`src/rtl/bus_arbiter_if.sv`:
```
// Signal bundle for the two-master data-bus arbiter: both master request/response
// channels plus the shared slave-side bus.
interface bus_arbiter_if #(
   parameter int ADDR_W = 32,
   parameter int DATA_W = 32
);
   logic              m0_req;
   logic [ADDR_W-1:0] m0_addr;
   logic [DATA_W-1:0] m0_wdata;
   logic              m0_we;
   logic              m0_ack;
   logic              m0_err;
   logic [DATA_W-1:0] m0_rdata;

   logic              m1_req;
   logic [ADDR_W-1:0] m1_addr;
   logic [DATA_W-1:0] m1_wdata;
   logic              m1_we;
   logic              m1_ack;
   logic              m1_err;
   logic [DATA_W-1:0] m1_rdata;

   logic              s_valid;
   logic [ADDR_W-1:0] s_addr;
   logic [DATA_W-1:0] s_wdata;
   logic              s_we;
   logic [DATA_W-1:0] s_rdata;
   logic              s_ready;
   logic              gnt_id;

   // Arbiter view: receives master requests and slave responses.
   modport slave (
      input  m0_req, m0_addr, m0_wdata, m0_we,
      output m0_ack, m0_err, m0_rdata,
      input  m1_req, m1_addr, m1_wdata, m1_we,
      output m1_ack, m1_err, m1_rdata,
      output s_valid, s_addr, s_wdata, s_we, gnt_id,
      input  s_rdata, s_ready
   );

   // Environment view: drives requests and slave responses.
   modport master (
      output m0_req, m0_addr, m0_wdata, m0_we,
      input  m0_ack, m0_err, m0_rdata,
      output m1_req, m1_addr, m1_wdata, m1_we,
      input  m1_ack, m1_err, m1_rdata,
      input  s_valid, s_addr, s_wdata, s_we, gnt_id,
      output s_rdata, s_ready
   );
endinterface

```
`src/rtl/bus_arbiter.sv`:
```
// Round-robin two-master arbiter in front of a single slave bus, with a
// watchdog that terminates transactions the slave never completes.
module bus_arbiter #(
   parameter int ADDR_W  = 32,
   parameter int DATA_W  = 32,
   parameter int TIMEOUT = 16,
   parameter int CNT_W   = 16
) (
   input logic          clk,
   input logic          rst,
   bus_arbiter_if.slave bus
);
   typedef enum logic [1:0] {IDLE, BUSY, RESP} state_t;

   localparam bit             TO_EN    = (TIMEOUT != 0);
   localparam logic [CNT_W-1:0] CNT_LAST = CNT_W'((TIMEOUT != 0) ? TIMEOUT - 1 : 0);

   state_t            state_reg;
   logic              last_gnt_reg;
   logic              gnt_reg;
   logic              s_valid_reg;
   logic              s_we_reg;
   logic [ADDR_W-1:0] s_addr_reg;
   logic [DATA_W-1:0] s_wdata_reg;
   logic [CNT_W-1:0]  cnt_reg;
   logic [1:0]        ack_reg;
   logic [1:0]        err_reg;
   logic [DATA_W-1:0] rdata_reg [2];

   logic any_req;
   logic win;

   // Contention goes to the master that did not win last time.
   always_comb begin
      any_req = bus.m0_req | bus.m1_req;
      win     = (bus.m0_req & bus.m1_req) ? ~last_gnt_reg : bus.m1_req;
   end

   always_ff @(posedge clk or negedge rst) begin
      if (!rst) begin
         state_reg    <= IDLE;
         last_gnt_reg <= 1'b1;
         gnt_reg      <= 1'b0;
         s_valid_reg  <= 1'b0;
         s_we_reg     <= 1'b0;
         s_addr_reg   <= '0;
         s_wdata_reg  <= '0;
         cnt_reg      <= '0;
         ack_reg      <= '0;
         err_reg      <= '0;
         rdata_reg[0] <= '0;
         rdata_reg[1] <= '0;
      end else begin
         case (state_reg)
            IDLE: begin
               if (any_req) begin
                  s_addr_reg   <= win ? bus.m1_addr  : bus.m0_addr;
                  s_wdata_reg  <= win ? bus.m1_wdata : bus.m0_wdata;
                  s_we_reg     <= win ? bus.m1_we    : bus.m0_we;
                  s_valid_reg  <= 1'b1;
                  gnt_reg      <= win;
                  last_gnt_reg <= win;
                  cnt_reg      <= '0;
                  state_reg    <= BUSY;
               end
            end
            BUSY: begin
               // s_ready takes priority over an expiring watchdog on the same edge.
               if (bus.s_ready) begin
                  s_valid_reg        <= 1'b0;
                  ack_reg[gnt_reg]   <= 1'b1;
                  err_reg[gnt_reg]   <= 1'b0;
                  rdata_reg[gnt_reg] <= s_we_reg ? '0 : bus.s_rdata;
                  state_reg          <= RESP;
               end else if (TO_EN && (cnt_reg == CNT_LAST)) begin
                  s_valid_reg        <= 1'b0;
                  ack_reg[gnt_reg]   <= 1'b1;
                  err_reg[gnt_reg]   <= 1'b1;
                  rdata_reg[gnt_reg] <= '0;
                  state_reg          <= RESP;
               end else begin
                  cnt_reg <= cnt_reg + CNT_W'(1);
               end
            end
            RESP: begin
               ack_reg      <= '0;
               err_reg      <= '0;
               rdata_reg[0] <= '0;
               rdata_reg[1] <= '0;
               state_reg    <= IDLE;
            end
            default: state_reg <= IDLE;
         endcase
      end
   end

   assign bus.s_valid  = s_valid_reg;
   assign bus.s_addr   = s_addr_reg;
   assign bus.s_wdata  = s_wdata_reg;
   assign bus.s_we     = s_we_reg;
   assign bus.gnt_id   = gnt_reg;
   assign bus.m0_ack   = ack_reg[0];
   assign bus.m0_err   = err_reg[0];
   assign bus.m0_rdata = rdata_reg[0];
   assign bus.m1_ack   = ack_reg[1];
   assign bus.m1_err   = err_reg[1];
   assign bus.m1_rdata = rdata_reg[1];
endmodule

```
`src/flat_wrapper.sv`:
```
// flat-port wrapper written by rule: the top's interface ports become plain ports
module bus_arbiter_flat 
#(
   parameter int ADDR_W  = 32,
   parameter int DATA_W  = 32,
   parameter int TIMEOUT = 16,
   parameter int CNT_W   = 16
)
  (clk, rst, bus_m0_req, bus_m0_addr, bus_m0_wdata, bus_m0_we, bus_m0_ack, bus_m0_err, bus_m0_rdata, bus_m1_req, bus_m1_addr, bus_m1_wdata, bus_m1_we, bus_m1_ack, bus_m1_err, bus_m1_rdata, bus_s_valid, bus_s_addr, bus_s_wdata, bus_s_we, bus_gnt_id, bus_s_rdata, bus_s_ready);
  bus_arbiter_if #(.ADDR_W(ADDR_W), .DATA_W(DATA_W)) bus_i ();
  input logic clk;
  input logic rst;
  input wire logic [$bits(bus_i.m0_req)-1:0] bus_m0_req;
  input wire logic [$bits(bus_i.m0_addr)-1:0] bus_m0_addr;
  input wire logic [$bits(bus_i.m0_wdata)-1:0] bus_m0_wdata;
  input wire logic [$bits(bus_i.m0_we)-1:0] bus_m0_we;
  output wire logic [$bits(bus_i.m0_ack)-1:0] bus_m0_ack;
  output wire logic [$bits(bus_i.m0_err)-1:0] bus_m0_err;
  output wire logic [$bits(bus_i.m0_rdata)-1:0] bus_m0_rdata;
  input wire logic [$bits(bus_i.m1_req)-1:0] bus_m1_req;
  input wire logic [$bits(bus_i.m1_addr)-1:0] bus_m1_addr;
  input wire logic [$bits(bus_i.m1_wdata)-1:0] bus_m1_wdata;
  input wire logic [$bits(bus_i.m1_we)-1:0] bus_m1_we;
  output wire logic [$bits(bus_i.m1_ack)-1:0] bus_m1_ack;
  output wire logic [$bits(bus_i.m1_err)-1:0] bus_m1_err;
  output wire logic [$bits(bus_i.m1_rdata)-1:0] bus_m1_rdata;
  output wire logic [$bits(bus_i.s_valid)-1:0] bus_s_valid;
  output wire logic [$bits(bus_i.s_addr)-1:0] bus_s_addr;
  output wire logic [$bits(bus_i.s_wdata)-1:0] bus_s_wdata;
  output wire logic [$bits(bus_i.s_we)-1:0] bus_s_we;
  output wire logic [$bits(bus_i.gnt_id)-1:0] bus_gnt_id;
  input wire logic [$bits(bus_i.s_rdata)-1:0] bus_s_rdata;
  input wire logic [$bits(bus_i.s_ready)-1:0] bus_s_ready;
  assign bus_i.m0_req = bus_m0_req;
  assign bus_i.m0_addr = bus_m0_addr;
  assign bus_i.m0_wdata = bus_m0_wdata;
  assign bus_i.m0_we = bus_m0_we;
  assign bus_m0_ack = bus_i.m0_ack;
  assign bus_m0_err = bus_i.m0_err;
  assign bus_m0_rdata = bus_i.m0_rdata;
  assign bus_i.m1_req = bus_m1_req;
  assign bus_i.m1_addr = bus_m1_addr;
  assign bus_i.m1_wdata = bus_m1_wdata;
  assign bus_i.m1_we = bus_m1_we;
  assign bus_m1_ack = bus_i.m1_ack;
  assign bus_m1_err = bus_i.m1_err;
  assign bus_m1_rdata = bus_i.m1_rdata;
  assign bus_s_valid = bus_i.s_valid;
  assign bus_s_addr = bus_i.s_addr;
  assign bus_s_wdata = bus_i.s_wdata;
  assign bus_s_we = bus_i.s_we;
  assign bus_gnt_id = bus_i.gnt_id;
  assign bus_i.s_rdata = bus_s_rdata;
  assign bus_i.s_ready = bus_s_ready;
  bus_arbiter #(.ADDR_W(ADDR_W), .DATA_W(DATA_W), .TIMEOUT(TIMEOUT), .CNT_W(CNT_W)) u_core (.clk(clk), .rst(rst), .bus(bus_i));
endmodule
```
`config.mk`:
```
export PLATFORM = sky130hd
export DESIGN_NAME = bus_arbiter_flat
export DESIGN_NICKNAME = d
export VERILOG_FILES = /design/src/rtl/bus_arbiter_if.sv /design/src/rtl/bus_arbiter.sv /design/src/flat_wrapper.sv
export SDC_FILE = /design/constraint.sdc
export NUM_CORES = 1
export LEC_CHECK = 0
export CAP_MARGIN = 20
export CELL_PAD_IN_SITES_DETAIL_PLACEMENT = 0
export CELL_PAD_IN_SITES_GLOBAL_PLACEMENT = 1
export CORE_AREA = 10 10 146 162
export DETAILED_ROUTE_END_ITERATION = 12
export DIE_AREA = 0 0 156 172
export PLACE_DENSITY_LB_ADDON = 0.1
export SLEW_MARGIN = 20
export SYNTH_ARGS = -nofsm -noshare
export SYNTH_HDL_FRONTEND = slang
export SYNTH_SLANG_ARGS = --single-unit
```
`constraint.sdc`:
```
create_clock -name clk -period 5 [get_ports clk]
set_input_delay 1 -clock clk [delete_from_list [all_inputs] [get_ports clk]]
set_output_delay 1 -clock clk [all_outputs]
set_load 0.01 [all_outputs]
```
**Wires at chosen ports, followed through buffers**

The bar under the picture is 50 um long.
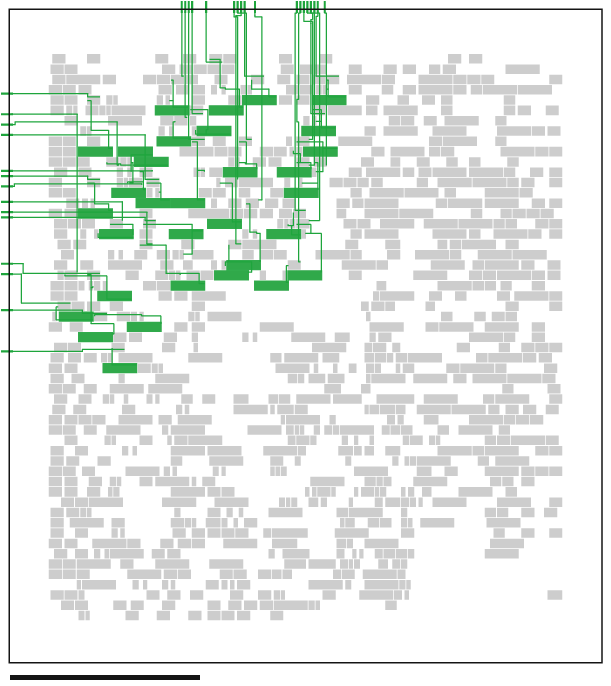
| port | color | direction | edge | end cells | buffers | wire |
|---|---|---|---|---|---|---|
| `bus_s_wdata` | green | output | 18 north, 14 west | 32 | 32 | 1,720 um |

**Placed standard cells**

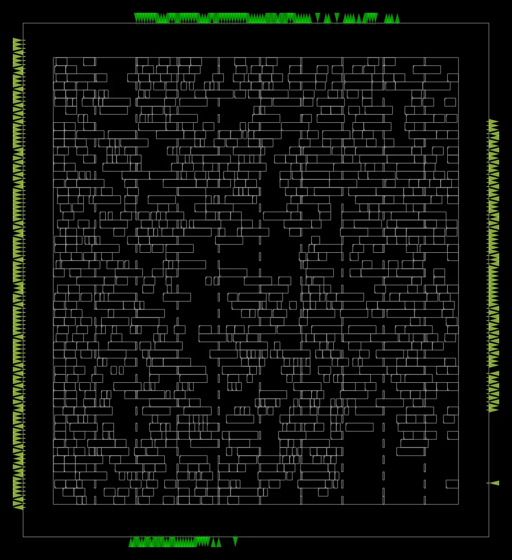
area of the placeable core: 0.02030 mm^2
final standard cell utilization of the core: 52.16%

**Placed cells, one color a class**

Fill, decap, tap and diode cells in gray.
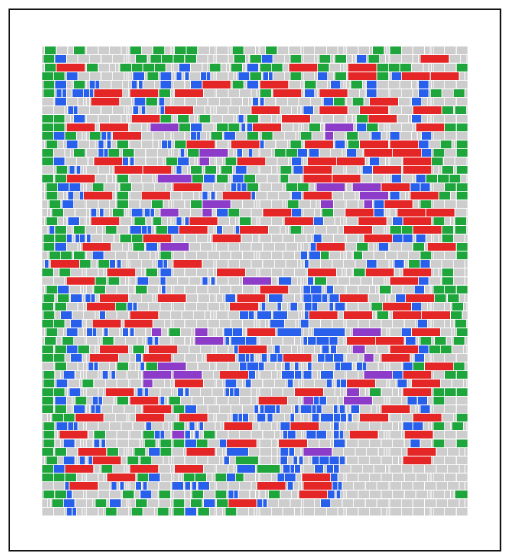
| class | color | cells | share of their area |
|---|---|---|---|
| remaining buffers and delay cells | green | 308 | 30% |
| registers | red | 154 | 38% |
| clock drivers and dummy loads | purple | 32 | 5.8% |
| remaining logic cells | blue | 398 | 27% |

**Power grid**

The bar under the picture is 50 um long. Pins as bars on the die edge. Tap cells in gray.
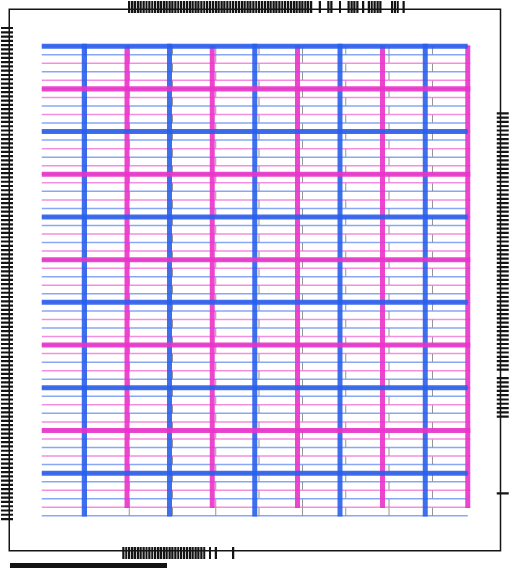
| net | color |
|---|---|
| VDD | magenta |
| VSS | blue |
tap cells: 256
rows: 55

**Wiring heat map**

The die is cut into 31 by 34 equal tiles; dark blue is low, red is high, scaled to the fullest tile. Values are wire area over tile area, all layers added.
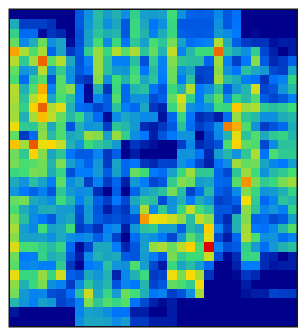
nearly empty tiles: 11%
tiles over half the peak: 18%
emptiest ninth of the die: south-east
mean over tiles: 0.14

## per-layer routing
metal	vias to the layer above	share of wire, %	GRT usage [%]	wire [um]
met3	20	11	7.602	2438
met2	234	48	27.42	11070
li1	2738	-	-	-
met4	0	1.2	4.889	283
met5	-	0	0	0
met1	2737	41	20.30	9400
## cell usage after synthesis, types with 3 or more instances
| master | instances | area share (%) |
|---|---|---|
| and3_1 | 5 | 0.46 |
| nor2_1 | 9 | 0.50 |
| a21oi_1 | 12 | 0.89 |
| inv_1 | 8 | 0.44 |
| buf_4 | 3 | 0.33 |
| o21ai_0 | 72 | 5.3 |
| nor3_1 | 10 | 0.74 |
| buf_6 | 6 | 1.0 |
| nor4_1 | 3 | 0.28 |
| ha_1 | 5 | 0.92 |
| dfrtp_1 | 153 | 56 |
| nand3b_1 | 3 | 0.33 |
| a31oi_1 | 7 | 0.65 |
| buf_1 | 5 | 0.28 |
| buf_2 | 4 | 0.30 |
| clkbuf_1 | 20 | 1.1 |
| a22o_1 | 67 | 8.7 |
| nand2_1 | 81 | 4.5 |
| mux2i_1 | 67 | 9.9 |
| nor3b_1 | 3 | 0.33 |
| nand3_1 | 6 | 0.44 |
## kinds of logic (layout without fill, tap and decap cells)
| logic type | count (synthesis) | after routing | share of synthesized area, % |
|---|---|---|---|
| AOI/OAI and AO/OA | 180 | 180 | 18.76 |
| DFF | 154 | 154 | 56.83 |
| and+or+nand+nor | 137 | 137 | 9.574 |
| muxes | 68 | 68 | 10.05 |
| buffers and inverters | 48 | 348 | 3.855 |
| adders and majority gates | 5 | 5 | 0.9223 |
## worst min-delay path, delay by kind of cell, from the launching register on
family	cells	cell delay, ns
DFF	1	0.35
AOI/OAI and AO/OA	1	0.06
and+or+nand+nor	1	0.04
==> results.rst <==
Flow metrics
------------

.. list-table::
   :header-rows: 1

   * - Metric
     - Value
   * - Clock network power
     - about 1.3 mW
   * - Worst-case reg-to-reg path depth
     - 4
   * - Flops after synth
     - 154
   * - Area growth from synthesis to final layout
     - 56.12%
   * - Number of setup buffers added after CTS
     - 0
   * - Buffer type at the clock tree root
     - clkbuf_16
   * - Number of resized instances in the post-cts repair step
     - 0
   * - Iteration-0 DRC Markers
     - around 300
   * - Number of placed instances with taps included
     - 1,116
   * - Starting density of the core
     - between 30% and 40%
   * - Area used by sequential logic in the layout
     - 0.003855 mm^2
   * - Dominant synthesized flop cell
     - dfrtp_1
   * - Clk tree area frac
     - 5.624%
   * - Worst Hold Margin
     - 0.4811 ns
   * - Capturing point of the worst reg2reg path
     - u_core.err_reg[0]
   * - Worst setup path startpoint
     - u_core.cnt_reg[5]
   * - Number of cells on the worst hold path
     - 2
   * - Number of tapcells
     - about 260
   * - Chip area from the yosys synthesis statistics
     - just under 0.007 mm^2
   * - Buffer depth of the longest clock path
     - 2
   * - I/O pin count
     - about 300
   * - Count of vias placed by the detailed router
     - around 5,700
   * - Overall power after layout
     - between 6 and 7 mW
   * - Pint
     - slightly below 4 mW
   * - Aggregate global routing overflow
     - 0
   * - CP Class
     - flip-flop to flip-flop
   * - Count of placed standard cells in the final layout, fillers left out
     - between 1,000 and 1,500
   * - Crit path cell chain
     - or4_4, o41ai_4, nand3_2, a22o_1
   * - Element type at the critical path start
     - flip-flop
   * - Log Warnings
     - 31
   * - Depth of the CTS H-tree
     - 4
   * - Part of the power in the clock network
     - 21.0%
   * - Filler cells
     - 1,777
   * - Signal arrival time at the worst endpoint
     - slightly above 3 ns
   * - Routed length per instance
     - 20.20 um
   * - Worst-path cell with the longest stage delay
     - nand3_2
   * - Post-Synthesis Mean Instance Area
     - between 10 and 15 um^2
   * - Width of the die
     - 156 um
   * - Hold buffer count at CTS
     - 0
   * - End point of the most critical hold path
     - u_core.bus.s_wdata[14]
   * - Worst Tran Pin Value
     - slightly above 1 ns
   * - Flip-flop and latch power
     - 2.07 mW
   * - Worst setup slack after layout
     - around 2.2 ns
   * - Unique cell types
     - approximately 52
   * - Sw power
     - approximately 2.3 mW
   * - Endpoints failing hold
     - 0
   * - Worst slew margin
     - between 30 and 40%
   * - Netlist area before placement
     - 0.006783 mm^2
   * - Nets@finish
     - 1,051
   * - # port buffers
     - ~300
   * - Heaviest power group
     - combinational logic
   * - Max-slew violation count
     - 0
   * - Synthesized Nets
     - 764
   * - Multi-input combinational cell area
     - 0.002696 mm^2
   * - Status
     - finished, final reports clean
   * - Synthesized instance count
     - between 500 and 600
   * - Worst Setup End Kind
     - flip-flop
   * - Combinational fraction of design power
     - 45.5%
   * - Insertion delay to the later sink of the worst-skew pair
     - around 0.42 ns
   * - Number of vias per cell after detailed routing
     - roughly 5
   * - Wire length of the first global-routing pass
     - 35,730 um
   * - Share of post-route cells with drive strength above 1
     - about 6.3%
   * - Buffers and inverters on the worst path
     - 0
   * - Sw Share
     - 36.94%
   * - Final antenna diode count
     - 0
   * - Critical path depth
     - 4
   * - Unrepaired setup endpoints after global routing
     - no
   * - Yosys Instances
     - 592
   * - Top logic cells by instance count in the layout
     - clkdlybuf4s50_1, dfrtp_1, nand2_1, o21ai_0
   * - Clock net sink count
     - around 150
   * - VDD IR-drop max
     - 0.2887 mV
   * - Via count of the first global-routing pass
     - 6,140
   * - P_leak
     - around 4.6 nW
   * - Maximum Capacitance Violations
     - 0
   * - Most frequent logic cell in the layout
     - clkdlybuf4s50_1
   * - Time the worst path needs with I/O delays and setup
     - about 2.8 ns
   * - Pre-CTS WS
     - 1.782 ns
   * - Largest delay share family, worst path
     - simple AND/OR/NAND/NOR gates
   * - Final setup violation count
     - 0
   * - Number of buffers inserted during clock tree synthesis
     - 17
   * - Peak fanout along the critical path
     - 32
   * - Multi-input gate count
     - 390
   * - Clock transition at the registers of the reported paths
     - roughly 0.070 ns
   * - Final non-filler cell area
     - about 0.011 mm^2
   * - DIE HEIGHT
     - roughly 170 um
   * - Num rows
     - between 50 and 60
   * - Hold Crit Start
     - u_core.bus.s_wdata[14]
   * - Flip-flops with a built-in enable
     - 0
   * - Power attributed to combinational cells
     - around 2.8 mW
   * - Proportion of cell area occupied by multi-input gates
     - between 20% and 30%
   * - Global placer's final weighted congestion
     - slightly below 0.8
   * - Buffer share of cell area
     - between 20% and 30%
   * - Number of routed nets with antenna violations
     - 0
   * - CLK BUF
     - 17
   * - Top class by area
     - registers
Power and IR drop assume default switching activity.
